### src/rtl/branch_resolve_unit.sv
// Branch resolve unit: holds ID/EX prediction metadata, resolves beq/bne in E,
// drives predictor training, misprediction recovery and perf counters.
module branch_resolve_unit #(
  parameter int PC_W  = 5,
  parameter int GHR_W = 4,
  parameter int CNT_W = 16
) (
  input  logic             clk,
  input  logic             reset,
  input  logic             ID_EX_write,
  input  logic             flush_in,
  input  logic [5:0]       opcode_D,
  input  logic             prediction_D,
  input  logic             hit_D,
  input  logic [GHR_W-1:0] GHR_D,
  input  logic [PC_W-1:0]  Pc_D,
  input  logic [31:0]      rs_val_E,
  input  logic [31:0]      rt_val_E,
  output logic             branch_E,
  output logic             bne_E,
  output logic             real_Value_E,
  output logic [PC_W-1:0]  Pc_E,
  output logic [GHR_W-1:0] Pc_Xor_GR_E,
  output logic             flush,
  output logic             selectCorrectTarget,
  output logic             select_hit,
  output logic             selectCorrectPcPlus1,
  output logic [CNT_W-1:0] branch_count,
  output logic [CNT_W-1:0] mispredict_count
);

  localparam logic [5:0] OP_BEQ = 6'b000100;
  localparam logic [5:0] OP_BNE = 6'b000101;
  localparam logic [CNT_W-1:0] CNT_ONE = CNT_W'(1);

  logic             valid_q, valid_d;
  logic             beq_q, beq_d;
  logic             bne_q, bne_d;
  logic             pred_q, pred_d;
  logic             hit_q, hit_d;
  logic             res_q, res_d;
  logic [GHR_W-1:0] ghr_q, ghr_d;
  logic [PC_W-1:0]  pc_q, pc_d;
  logic [CNT_W-1:0] bcnt_q, bcnt_d;
  logic [CNT_W-1:0] mcnt_q, mcnt_d;

  logic is_beq_D, is_bne_D;
  logic eq, taken, act, eff_pred;
  logic mis_t, mis_n;

  // Decode the D opcode into branch kinds
  always_comb begin
    is_beq_D = 1'b0;
    is_bne_D = 1'b0;
    unique case (opcode_D)
      OP_BEQ:  is_beq_D = 1'b1;
      OP_BNE:  is_bne_D = 1'b1;
      default: ;
    endcase
  end

  // Resolve the E branch and detect a misprediction
  always_comb begin
    eq       = (rs_val_E == rt_val_E);
    taken    = (beq_q & eq) | (bne_q & ~eq);
    act      = valid_q & (beq_q | bne_q) & ~res_q;
    eff_pred = pred_q & hit_q;
    mis_t    = act & taken & ~eff_pred;
    mis_n    = act & ~taken & eff_pred;
  end

  assign branch_E             = act & beq_q;
  assign bne_E                = act & bne_q;
  assign real_Value_E         = act & taken;
  assign Pc_E                 = pc_q;
  assign Pc_Xor_GR_E          = pc_q[GHR_W-1:0] ^ ghr_q;
  assign flush                = mis_t | mis_n;
  assign selectCorrectTarget  = mis_t;
  assign select_hit           = mis_t;
  assign selectCorrectPcPlus1 = mis_n;
  assign branch_count         = bcnt_q;
  assign mispredict_count     = mcnt_q;

  // ID/EX metadata next state: bubble, load or hold; resolved
  // blocks repeated updates while a fired branch sits stalled in E
  always_comb begin
    valid_d = valid_q;
    beq_d   = beq_q;
    bne_d   = bne_q;
    pred_d  = pred_q;
    hit_d   = hit_q;
    res_d   = res_q;
    ghr_d   = ghr_q;
    pc_d    = pc_q;
    if (ID_EX_write && (flush_in || flush)) begin
      valid_d = 1'b0;
      beq_d   = 1'b0;
      bne_d   = 1'b0;
      pred_d  = 1'b0;
      hit_d   = 1'b0;
      res_d   = 1'b0;
      ghr_d   = '0;
      pc_d    = '0;
    end else if (ID_EX_write) begin
      valid_d = 1'b1;
      beq_d   = is_beq_D;
      bne_d   = is_bne_D;
      pred_d  = prediction_D;
      hit_d   = hit_D;
      res_d   = 1'b0;
      ghr_d   = GHR_D;
      pc_d    = Pc_D;
    end else if (act) begin
      res_d   = 1'b1;
    end
  end

  // Saturating branch and mispredict counters
  always_comb begin
    bcnt_d = bcnt_q;
    mcnt_d = mcnt_q;
    if (act && (bcnt_q != '1))
      bcnt_d = bcnt_q + CNT_ONE;
    if (flush && (mcnt_q != '1))
      mcnt_d = mcnt_q + CNT_ONE;
  end

  // State registers with asynchronous clear
  always_ff @(posedge clk or posedge reset) begin
    if (reset) begin
      valid_q <= 1'b0;
      beq_q   <= 1'b0;
      bne_q   <= 1'b0;
      pred_q  <= 1'b0;
      hit_q   <= 1'b0;
      res_q   <= 1'b0;
      ghr_q   <= '0;
      pc_q    <= '0;
      bcnt_q  <= '0;
      mcnt_q  <= '0;
    end else begin
      valid_q <= valid_d;
      beq_q   <= beq_d;
      bne_q   <= bne_d;
      pred_q  <= pred_d;
      hit_q   <= hit_d;
      res_q   <= res_d;
      ghr_q   <= ghr_d;
      pc_q    <= pc_d;
      bcnt_q  <= bcnt_d;
      mcnt_q  <= mcnt_d;
    end
  end

endmodule

### config.mk
export PLATFORM = sky130hd
export DESIGN_NAME = branch_resolve_unit
export DESIGN_NICKNAME = d
export VERILOG_FILES = /design/src/rtl/branch_resolve_unit.sv
export SDC_FILE = /design/constraint.sdc
export NUM_CORES = 1
export LEC_CHECK = 0
export CAP_MARGIN = 20
export CELL_PAD_IN_SITES_DETAIL_PLACEMENT = 0
export CELL_PAD_IN_SITES_GLOBAL_PLACEMENT = 1
export CORE_AREA = 2 2 98 100
export CTS_CLUSTER_DIAMETER = 40
export DETAILED_ROUTE_END_ITERATION = 6
export DIE_AREA = 0 0 100 102
export PLACE_DENSITY = 0.76
export REMOVE_ABC_BUFFERS = 1
export SYNTH_ARGS = -nofsm -noshare
export SYNTH_HDL_FRONTEND = slang
export SYNTH_SLANG_ARGS = --single-unit
### constraint.sdc
create_clock -name clk -period 4.26 [get_ports clk]
set_clock_uncertainty 0.1 [all_clocks]
set_input_delay 1.278 -clock clk [delete_from_list [all_inputs] [get_ports clk]]
set_output_delay 1.278 -clock clk [all_outputs]
set_load 0.03 [all_outputs]
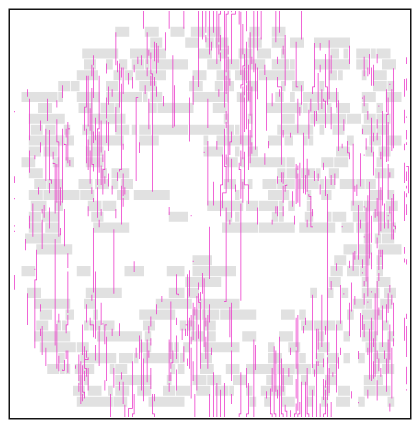
(run_1/m2.png)
Scale: 4 px per um.
- wire length on this layer: 3370 um
- share of all routed wire: 48%
DR vias: 2356
Routed WL: 7069 um
met2 Usage GRT: 23.65%

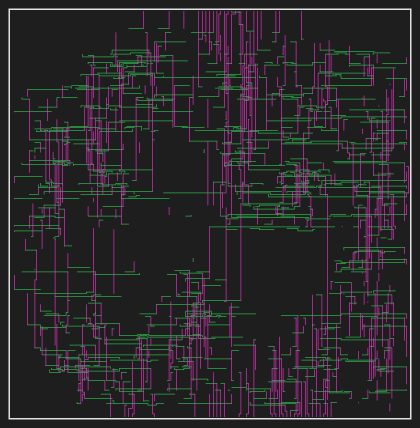
(run_1/layers.png)
Scale: 4 px per um. Only two layers are drawn.
- magenta: M2 (wire length 3370 um)
- green: M1 (wire length 3020 um)
Total Routing Usage GR: 13.50%
drt wl/cell: 13.73 um

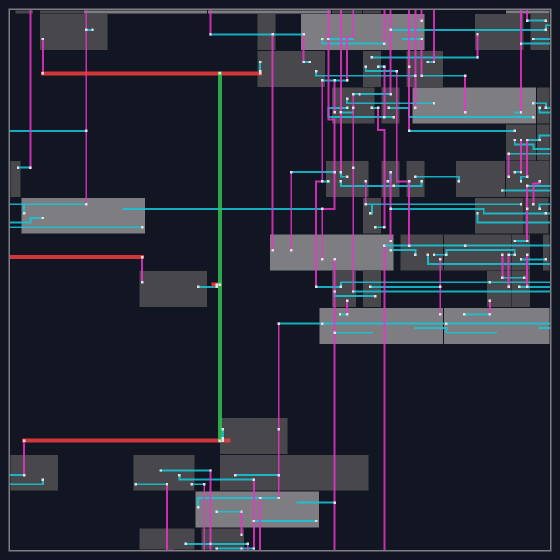
(run_1/closeup.png)
Region (30, 31) to (70, 71) um. Cells in grey, sequential cells in the stronger grey; small squares are vias.
- cyan: M1
- magenta: M2
- green: M4
- red: M3
- cells with their middle in the window: 39
- sequential cells in the window: 7
- most frequent: dfrtp_1 (7), inv_1 (5), clkbuf_8 (5)

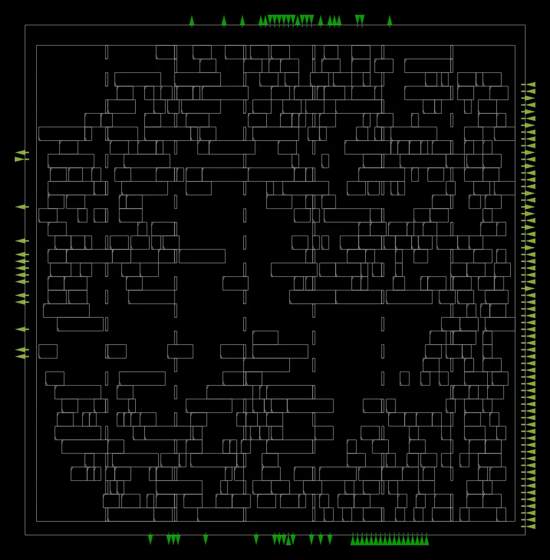
(run_1/placed.png)
final core occ: 44.77%
Core Region: 9109 um^2
flop share of the area: 28.84%
Non-Filler Instances: 515
Seq cells: 47

==> impl_metrics.tcl, run 1 <==
# implementation run metrics
set metrics [dict create \
    max_freq_ghz 0.2385 \
    synthTopCellsByCount "xor2_1 (58), dfrtp_1 (47), inv_1 (35)" \
    r2r_cells 7 \
    grt_max_degree 48 \
    busiest_layer "met2" \
    drc_errors 0 \
    synth_area_per_cell_um2 10.12 \
    drive_above_1_share_pct 21.78 \
    num-nonclk-buffers 137 \
    combGateArea_um2 1376 \
    ys_cells 266 \
    clk_pin_slew_worst_paths_ns 0.07 \
    synth_top_area_share_pct 43.70 \
    crit_arrival_ns 2.81 \
    area_growth_pct 51.51 \
    ff_latch_area_um2 1176 \
    ys_warn_count 0 \
    final.clkbuf_count 6 \
    largestClassByArea "combinational gates" \
    max_stage_delay_ns 0.24 \
    placed_area_um2 4120 \
    fin_nets 491 \
    crit_top_cell "nor2_1" \
    yosys.cell_count.top_type "xor2_1" \
    met3_usage_pct 4.378 \
    drv_cap 0 \
    grt-ovfl-total 0 \
    insertion_delay_ns 0.29 \
    num-nonclk-inverters 35 \
    antenna_left 0 \
    finalCritPeriodShare_pct 98.42 \
    lay_top_count "clkdlybuf4s50_1" \
    syn_area_um2 2691 \
    post-cts-setup-buffers 0 \
    path_class "in -> out" \
    r2r_setup_slack_ns 1.64 \
    cts_made_buffers 5 \
    outcome "finished clean" \
    syn_inst 266 \
    grt_pass1_wl_um 11140 \
    use_met1_pct 16.62 \
    nMultiInputCombCells 178 \
    final_area_um2 4078 \
    dp_hpwl_um 5468 \
    dp_slack_ns -0.3595 \
    netlist-cell-type-count 40 \
    ys_seq_share_pct 43.70 \
    hold_slack_ns 0.3977 \
    tritoncts "built" \
    reg2reg_to "mispredict_count[1]" \
    worstSetupStartpointType "primary input" \
    worstMarginPinSlew_ns 0.7869 \
    crit_slowest_cell "dlygate4sd2_1" \
    end_kind "output pin" \
    cp_data_required_time_ns 2.88 \
    antennaDiodeCount 0 \
    dr.first_iter.drc_count 39 \
    n_fill_cell 942 \
    dominantRegCellSynth "dfrtp_1" \
    min_to "branch_count[15]" \
    slew_headroom_pct 47.37 \
    most-common-layout-cells "clkdlybuf4s50_1 (63), xor2_1 (57), dfrtp_1 (47), inv_1 (34), clkbuf_2 (33)" \
    antenna_found_initial 0 \
    hold_path_startpoint "branch_count[15]" \
    tool_warnings 26 \
    crit_fanout 2 \
    taps 111 \
    io_buffers 132 \
    fp.dieW_um 100 \
    irDropWorstVdd_uv 168.5 \
    root_buffer "clkbuf_8" \
    setup_viol_count_final 0 \
    holdBufCountCts 0 \
    cts_max_path_buffers 2 \
    nonClkBufAreaFrac_pct 28.26 \
    edf_count 0 \
    fp.dieArea_um2 10200 \
    ioPinCount 133 \
    crit_buf_inv 2 \
    hold_viol 0 \
    powerDensity_nw_per_um2 251.0 \
    r2r-start "mispredict_count[6]" \
    hold_depth 1 \
    yosys-top-cells-area "dfrtp_1 (44%), xor2_1 (19%), inv_1 (4.9%)" \
    synth-seq-cells 47 \
    cts_max_level 2 \
    fin_crit_ns 4.193 \
    std_cell_rows 35 \
    synthArstFlopShare_pct 100.0 \
    power_leakage_nw 1.810 \
    final-max-slew-violation-count 0 \
    hold_class "reg -> reg" \
    fin_ws_ns 0.06721 \
    dieHeight_um 102 \
]
## run 1: power by group
part	total, W	internal, W	switching (W)
Clock	0.000316	0.000172	0.000144
Sequential	0.000487	0.000465	0.0000217
Combinational	0.000220	0.000112	0.000108
## run 1: worst max path at each step
stage,from,to,slack (ns),cells after the start
final,rs_val_E[1],select_hit,0.07,9
after global routing,rt_val_E[13],select_hit,-0.03,9
after CTS,rs_val_E[29],select_hit,0.0005,9
after detailed placement,rt_val_E[21],select_hit,-0.36,9
after global placement,rt_val_E[13],select_hit,-0.34,9
after floorplan,rt_val_E[12],selectCorrectTarget,-0.24,7
## run 1: registers in the layout, summed over array words and instances, names as in the netlist
register and flops:
bne_q 1, branch_count 16, pred_q 1, beq_q 1, mispredict_count 16, ghr_q 4
res_q 1, Pc_E 5, valid_q 1, hit_q 1
## run 1: per-layer routing
metal | part of all wire [%] | up-vias
met5 | 0 | -
met4 | 0.69 | 0
met3 | 8.9 | 5
met2 | 48 | 87
met1 | 43 | 1100
li1 | - | 1164
## run 1: kinds of logic (layout without fill, tap and decap cells)
| logic type | after synthesis | in the layout | share of synthesized area [%] |
|---|---|---|---|
| AND/OR/NAND/NOR | 89 | 89 | 21.06 |
| AND-OR/OR-AND | 18 | 18 | 4.928 |
| multiplexers | 3 | 3 | 1.209 |
| adder cells (fa/ha/maj) | 2 | 2 | 0.9297 |
| buffers and inverters | 41 | 179 | 6.695 |
| XOR/XNOR | 66 | 66 | 21.48 |
| flip-flops | 47 | 47 | 43.70 |
## run 1: stage by stage
| stage | cells | setup TNS, ns |
|---|---|---|
| finish | 515 | 0 |
| global route | 515 | -0.06448 |
| global placement | 507 | -1.457 |
| CTS | 514 | 0 |
| detailed placement | 507 | -1.503 |
| floorplan | 260 | -0.5455 |
==> run_1/pinout.png <==
Scale: 4 px per um. Pins as bars across the die edge, other pins in grey.
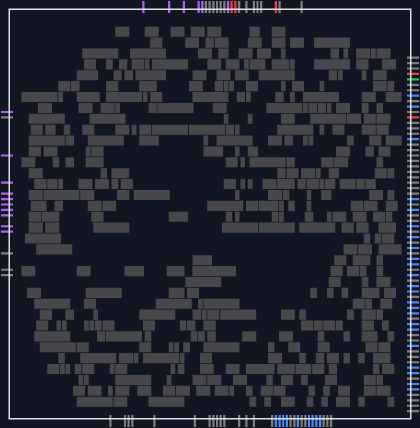

==> run 2: changes to the inputs <==
--- a/config.mk
+++ b/config.mk
@@ -8,12 +8,13 @@
 export CAP_MARGIN = 20
 export CELL_PAD_IN_SITES_DETAIL_PLACEMENT = 0
 export CELL_PAD_IN_SITES_GLOBAL_PLACEMENT = 1
-export CORE_AREA = 2 2 98 100
+export CORE_AREA = 3 3 99 101
 export CTS_CLUSTER_DIAMETER = 40
 export DETAILED_ROUTE_END_ITERATION = 6
-export DIE_AREA = 0 0 100 102
-export PLACE_DENSITY = 0.76
+export DIE_AREA = 0 0 102 104
+export PLACE_DENSITY = 0.85
 export REMOVE_ABC_BUFFERS = 1
+export SETUP_SLACK_MARGIN = 0.1
 export SYNTH_ARGS = -nofsm -noshare
 export SYNTH_HDL_FRONTEND = slang
 export SYNTH_SLANG_ARGS = --single-unit
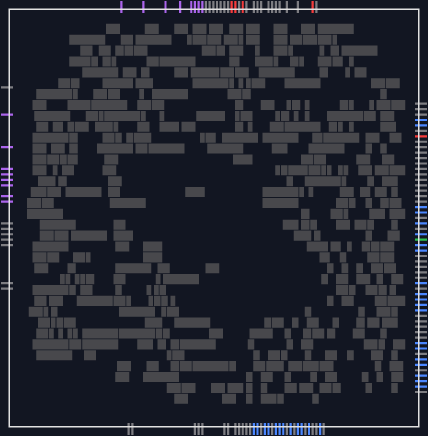
(run_2/pinout.png)
Scale: 4 px per um. Pins as bars across the die edge, other pins in grey.
- red: Pc_D (pins 5; direction input; edge 4 north, 1 east)
- blue: rt_val_E (pins 32; direction input; edge 20 east, 12 south)
- green: select_hit (pins 1; direction output; edge east)
- purple: mispredict_count (pins 16; direction output; edge 8 west, 8 north)
- all pins by edge: 54 east, 32 south, 31 north, 16 west
Die Y: 104 um
Die W: 102 um
number of port buffers: 132

==> run 2 against run 1 <==
Net effect: worst hold slack got worse by 0.0031 ns; worst setup slack improved by 0.041 ns; non-clock buffer count increased by 2; final cell count increased by 0.58%; clock power decreased by 8.9%; critical path depth unchanged; power decreased by 3.0%; combinational power about the same; critical endpoint unchanged; largest power group unchanged.
==> impl_metrics.tcl, run 2 <==
# implementation run metrics
set metrics [dict create \
    outcome "finished clean" \
    synthTopCellsByCount "xor2_1 (58), dfrtp_1 (47), inv_1 (35)" \
    yosys.cell_count.top_type "xor2_1" \
    antenna_found_initial 0 \
    insertion_delay_ns 0.30 \
    crit_slowest_cell "nor4_1" \
    ys_warn_count 0 \
    antennaDiodeCount 0 \
    min_to "branch_count[9]" \
    root_buffer "clkbuf_8" \
    largest_area_cell "dfrtp_1" \
    fin_setup_tns_ns 0 \
    yosys-top-cells-area "dfrtp_1 (44%), xor2_1 (19%), inv_1 (4.9%)" \
    synthArstFlopShare_pct 100.0 \
    final_area_um2 4073 \
    hold_class "reg -> reg" \
    final_core_util_pct 44.71 \
    crit_buf_inv 2 \
    dr.first_iter.drc_count 20 \
    synth_area_per_cell_um2 10.12 \
    routedWlPerCell_um 13.78 \
    n_fill_cell 919 \
    hold_path_startpoint "branch_count[9]" \
    holdBufCountCts 0 \
    edf_count 0 \
    antenna_left 0 \
    grt_pass1_wl_um 11260 \
    ctsResizeCount 185 \
    ff_latch_area_um2 1176 \
    vias_per_cell 4.527 \
    hold_depth 1 \
    syn_inst 266 \
    reg2reg_to "mispredict_count[1]" \
    hold_slack_ns 0.3947 \
    clk_pin_slew_worst_paths_ns 0.08 \
    first_pass_iters 4 \
    crit_top_cell "nor2_1" \
    r2r_cells 7 \
    ys_seq_share_pct 43.70 \
    netlist-cell-type-count 40 \
    setup_viol_count_final 0 \
    place_inst 509 \
    placed_area_um2 4148 \
    synth-seq-cells 47 \
    cts.sinks 47 \
    place.gp.congestion 0.7348 \
    slew_headroom_pct 45.04 \
    dominantRegCellSynth "dfrtp_1" \
    grt_pass1_vias 2385 \
    drv_cap 0 \
    cts_max_path_buffers 2 \
    finalPower_w 0.0009929 \
    synth_top_area_share_pct 43.70 \
    std_cell_rows 35 \
    drc_errors 0 \
    cp_data_required_time_ns 2.88 \
    fin_ws_ns 0.1080 \
    ys_area_um2 2691 \
    r2r-start "mispredict_count[6]" \
    powerDensity_nw_per_um2 243.8 \
    grt_max_degree 48 \
    fin_cells 518 \
    combGateArea_um2 1369 \
    path_class "in -> out" \
    max_freq_ghz 0.2408 \
    crit_fanout 2 \
    drive_above_1_share_pct 24.32 \
    worstSetupStartpointType "primary input" \
    rsz0062_at_grt "true" \
    initCoreUtil_pct 29.55 \
    fin_nets 493 \
    worstMarginPinSlew_ns 0.8217 \
    finalCritPeriodShare_pct 97.47 \
    cts_max_level 2 \
    crit_chain "buf_2 > xor2_1 > nor4_1 > nand4_1 > nor2_1 > mux2i_1 > nor2_1 > and2_4 > buf_6" \
    post-cts-setup-buffers 0 \
    grt_usage_pct 13.06 \
    core_area_um2 9109 \
    end_kind "output pin" \
    dp_hpwl_um 5607 \
    tool_warnings 27 \
    dp_slack_ns -0.3277 \
    grt-ovfl-total 0 \
    area_growth_pct 51.33 \
    syn_area_um2 2691 \
    tritoncts "built" \
    r2r_setup_slack_ns 1.63 \
    fp.dieArea_um2 10610 \
    final-max-slew-violation-count 0 \
    power_leakage_nw 1.813 \
    ys_cells 266 \
    irDropWorstVdd_uv 145.0 \
    ioPinCount 133 \
    lay_top_count "clkdlybuf4s50_1" \
    vias 2345 \
    most-common-layout-cells "clkdlybuf4s50_1 (63), xor2_1 (57), dfrtp_1 (47), inv_1 (33), buf_2 (32)" \
    crit_arrival_ns 2.77 \
    hold_viol 0 \
    critPathTopFamily "simple AND/OR/NAND/NOR gates" \
    wl_um 7138 \
    max_stage_delay_ns 0.30 \
    fin_crit_ns 4.152 \
    cts_made_buffers 5 \
]
[run 2: cell types whose count changed in the layout (fill, tap and decap cells not counted), moves of 3 or more]
cell | previous run | this run
buf_2 | 10 | 32
clkbuf_2 | 33 | 17
clkdlybuf4s15_1 | 15 | 10
buf_6 | 5 | 9
dlygate4sd2_1 | 4 | 0
nor4_1 | 5 | 8
nor4_2 | 8 | 5
[run 2: final cells by class]
type	count	share of cell area [%]
Multi-Input combinational cell	178	33.61
Sequential cell	47	28.88
Timing Repair Buffer	139	28.54
Tap cell	111	3.410
Inverter	35	3.226
Clock buffer	7	2.120
Clock inverter	1	0.2151
[run 2: worst max path at each step]
| stage | from | to | slack, ns | depth (start not counted) |
|---|---|---|---|---|
| after global routing | rt_val_E[21] | select_hit | -0.02 | 9 |
| after detailed placement | rt_val_E[29] | select_hit | -0.33 | 9 |
| final | rs_val_E[15] | select_hit | 0.11 | 9 |
| after floorplan | rt_val_E[12] | selectCorrectTarget | -0.24 | 7 |
| after CTS | rs_val_E[13] | select_hit | 0.08 | 9 |
| after global placement | rt_val_E[29] | select_hit | -0.40 | 9 |
[run 2: routing by layer]
layer,vias up,routed length (um),track usage (%)
met5,-,0,0
li1,1162,-,-
met3,12,531,4.091
met1,1089,2994,15.81
met4,0,103,3.280
met2,82,3509,22.24
[run 2: logic make-up (layout without fill, tap and decap cells)]
family	Yosys count	in the layout	share of synthesized area, %
flip-flops	47	47	43.70
AND/OR/NAND/NOR	89	89	21.06
adder cells (fa/ha/maj)	2	2	0.9297
XOR/XNOR	66	66	21.48
buffers and inverters	41	182	6.695
multiplexers	3	3	1.209
AND-OR/OR-AND	18	18	4.928
[run 2: power breakdown]
part	switching (W)	internal (W)	leakage, nW
combinational	0.000107	0.000112	1.17
clock	0.000155	0.000133	0.0484
sequential	0.0000204	0.000465	0.590
==> run_2/placed.png <==
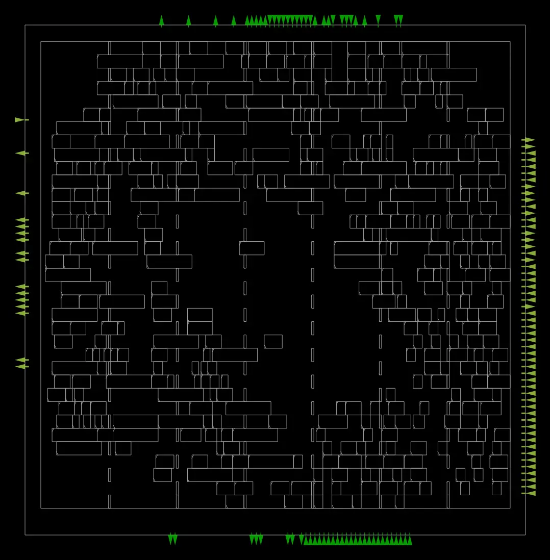

==> run 3: changes to the inputs <==
--- a/config.mk
+++ b/config.mk
@@ -14,7 +14,7 @@
 export DIE_AREA = 0 0 102 104
 export PLACE_DENSITY = 0.85
 export REMOVE_ABC_BUFFERS = 1
-export SETUP_SLACK_MARGIN = 0.1
+export SETUP_SLACK_MARGIN = 0.3
 export SYNTH_ARGS = -nofsm -noshare
 export SYNTH_HDL_FRONTEND = slang
 export SYNTH_SLANG_ARGS = --single-unit
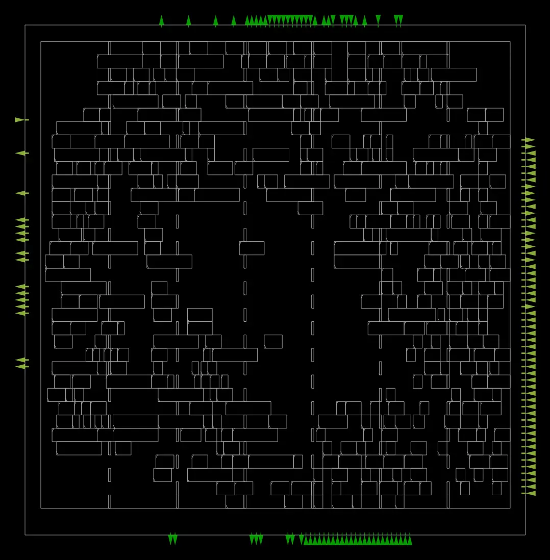
(run_3/placed.png)
Cell Rows: 35
# fillers: 917
Non-Filler Instances: 519
Tap Count: 111

==> run 3 against run 2 <==
Net effect: clock power about the same; utilization rose by 0.48 points; final cell count is 0.19% higher; non-clock buffer count is 1 higher; sequential cell count unchanged; sequential share of layout area fell by 0.31 points; register-to-register slack about the same; critical path depth unchanged; highest routed layer unchanged.
==> impl_metrics.tcl, run 3 <==
# implementation run metrics
set metrics [dict create \
    outcome "finished clean" \
    antennaDiodeCount 0 \
    powerDensity_nw_per_um2 241.6 \
    finalCritPeriodShare_pct 97.23 \
    fin_ws_ns 0.1182 \
    synth_top_area_share_pct 43.70 \
    lay_top_count "clkdlybuf4s50_1" \
    place.gp.congestion 0.7348 \
    area_growth_pct 52.95 \
    dr.first_iter.drc_count 20 \
    hold_slack_ns 0.3947 \
    io_buffers 132 \
    place_inst 509 \
    drc_errors 0 \
    antenna_found_initial 0 \
    fin_crit_ns 4.142 \
    grt-ovfl-total 0 \
    grt_pass1_wl_um 11210 \
    cts_max_level 2 \
    yosys.cell_count.top_type "xor2_1" \
    crit_fanout 2 \
    grtUsageMet2_pct 22.14 \
    grt_usage_pct 13.00 \
    fin_setup_tns_ns 0 \
    setup_viol_count_final 0 \
    max_freq_ghz 0.2414 \
    synth-seq-cells 47 \
    most-common-layout-cells "clkdlybuf4s50_1 (63), xor2_1 (57), dfrtp_1 (47), inv_1 (33), buf_2 (32)" \
    drive_above_1_share_pct 24.75 \
    tritoncts "built" \
    drv_cap 0 \
    met3_usage_pct 4.091 \
    fin_nets 494 \
    wl_met2_um 3537 \
    fp.dieArea_um2 10610 \
    cts.sinks 47 \
    clk_pin_slew_worst_paths_ns 0.08 \
    busiest_layer "met2" \
    crit_arrival_ns 2.76 \
    path_class "in -> out" \
    synthArstFlopShare_pct 100.0 \
    root_buffer "clkbuf_8" \
    holdBufCountCts 0 \
    rsz0062_at_grt "true" \
    netlist-cell-type-count 40 \
    top_layer_used "met4" \
    use_met1_pct 15.72 \
    grt_pass1_vias 2379 \
    insertion_delay_ns 0.30 \
    fp.dieW_um 102 \
    dominantRegCellSynth "dfrtp_1" \
    placed_area_um2 4148 \
    vias 2357 \
    power_leakage_nw 1.825 \
    core_area_um2 9109 \
    first_pass_iters 4 \
    wl_um 7160 \
    ys_warn_count 0 \
    synth_area_per_cell_um2 10.12 \
    worstSetupStartpointType "primary input" \
    final_area_um2 4116 \
    vias_per_cell 4.541 \
    cts_made_buffers 5 \
    dp_hpwl_um 5607 \
    ioPinCount 133 \
    cts_max_path_buffers 2 \
    crit_start "rs_val_E[13]" \
    r2r-start "mispredict_count[6]" \
    hold_class "reg -> reg" \
    finalPower_w 0.0009945 \
    grt_max_degree 48 \
    combGateArea_um2 1388 \
    routedWlPerCell_um 13.80 \
    cp_data_required_time_ns 2.88 \
    met1Wirelength_um 2997 \
    dr_wl_met3_um 522 \
    tool_warnings 27 \
    yosys-top-cells-area "dfrtp_1 (44%), xor2_1 (19%), inv_1 (4.9%)" \
    dieHeight_um 104 \
    ys_seq_share_pct 43.70 \
    ys_area_um2 2691 \
    largest_area_cell "dfrtp_1" \
    edf_count 0 \
    dp_slack_ns -0.3277 \
    ys_cells 266 \
    final-max-slew-violation-count 0 \
    ff_latch_area_um2 1176 \
    antenna_left 0 \
    synthTopCellsByCount "xor2_1 (58), dfrtp_1 (47), inv_1 (35)" \
    final_core_util_pct 45.19 \
    syn_area_um2 2691 \
    worstMarginPinSlew_ns 0.8217 \
    initCoreUtil_pct 29.55 \
    irDropWorstVdd_uv 145.0 \
    end_kind "output pin" \
    syn_inst 266 \
    slew_headroom_pct 45.04 \
    hold_viol 0 \
    hold_path_startpoint "branch_count[9]" \
]
-- run 3: cell counts after synthesis --
No cell type changed its count.
-- run 3: worst max-delay path, stage by stage --
cell,delay (ns)
buf_6,0.09
xor2_1,0.14
nor4_1,0.31
nand4_1,0.18
nor2_1,0.15
mux2i_1,0.22
nor2_1,0.08
and2_4,0.17
buf_6,0.13
-- run 3: repair_timing --
action                                  CTS  global route
buffers inserted                          0             1
pin swaps                                44            27
endpoints found under the hold margin     0             0
gates resized                           191            34
endpoints found under the setup margin    5             5
-- run 3: power breakdown --
group | switching [W] | total, W | internal, W
sequential | 0.0000205 | 0.000486 | 0.000465
combinational | 0.000107 | 0.000220 | 0.000114
clock | 0.000155 | 0.000288 | 0.000133
-- run 3: worst paths after layout --
check / to / slack [ns] / depth (start not counted)
worst max-delay path: select_hit / 0.12 / 9
worst min-delay path: branch_count[9] / 0.39 / 1
worst max register to register: mispredict_count[1] / 1.63 / 7
worst min register to register: branch_count[9] / 0.39 / 1
max in group asynchronous: branch_count[6] / 2.38 / 3
min in group asynchronous: Pc_E[4] / 1.17 / 2
-- run 3: logic make-up (layout without fill, tap and decap cells) --
group | after synthesis | in the layout | synth area share, %
DFF | 47 | 47 | 43.70
xor gates and xnor gates | 66 | 66 | 21.48
AOI/OAI and AO/OA | 18 | 18 | 4.928
adders and majority gates | 2 | 2 | 0.9297
muxes | 3 | 3 | 1.209
buffers and inverters | 41 | 183 | 6.695
and+or+nand+nor | 89 | 89 | 21.06
-- run 3: final cells by class --
| type | count | share of cell area [%] |
|---|---|---|
| multi-input cells | 178 | 33.71 |
| repair buffers | 140 | 28.84 |
| flip-flops and latches | 47 | 28.57 |
| well taps | 111 | 3.374 |
| inverters | 35 | 3.191 |
| clock buffers | 7 | 2.097 |
| clock inverters | 1 | 0.2128 |
No activity file was given, so power comes from the tool's default toggle rates.
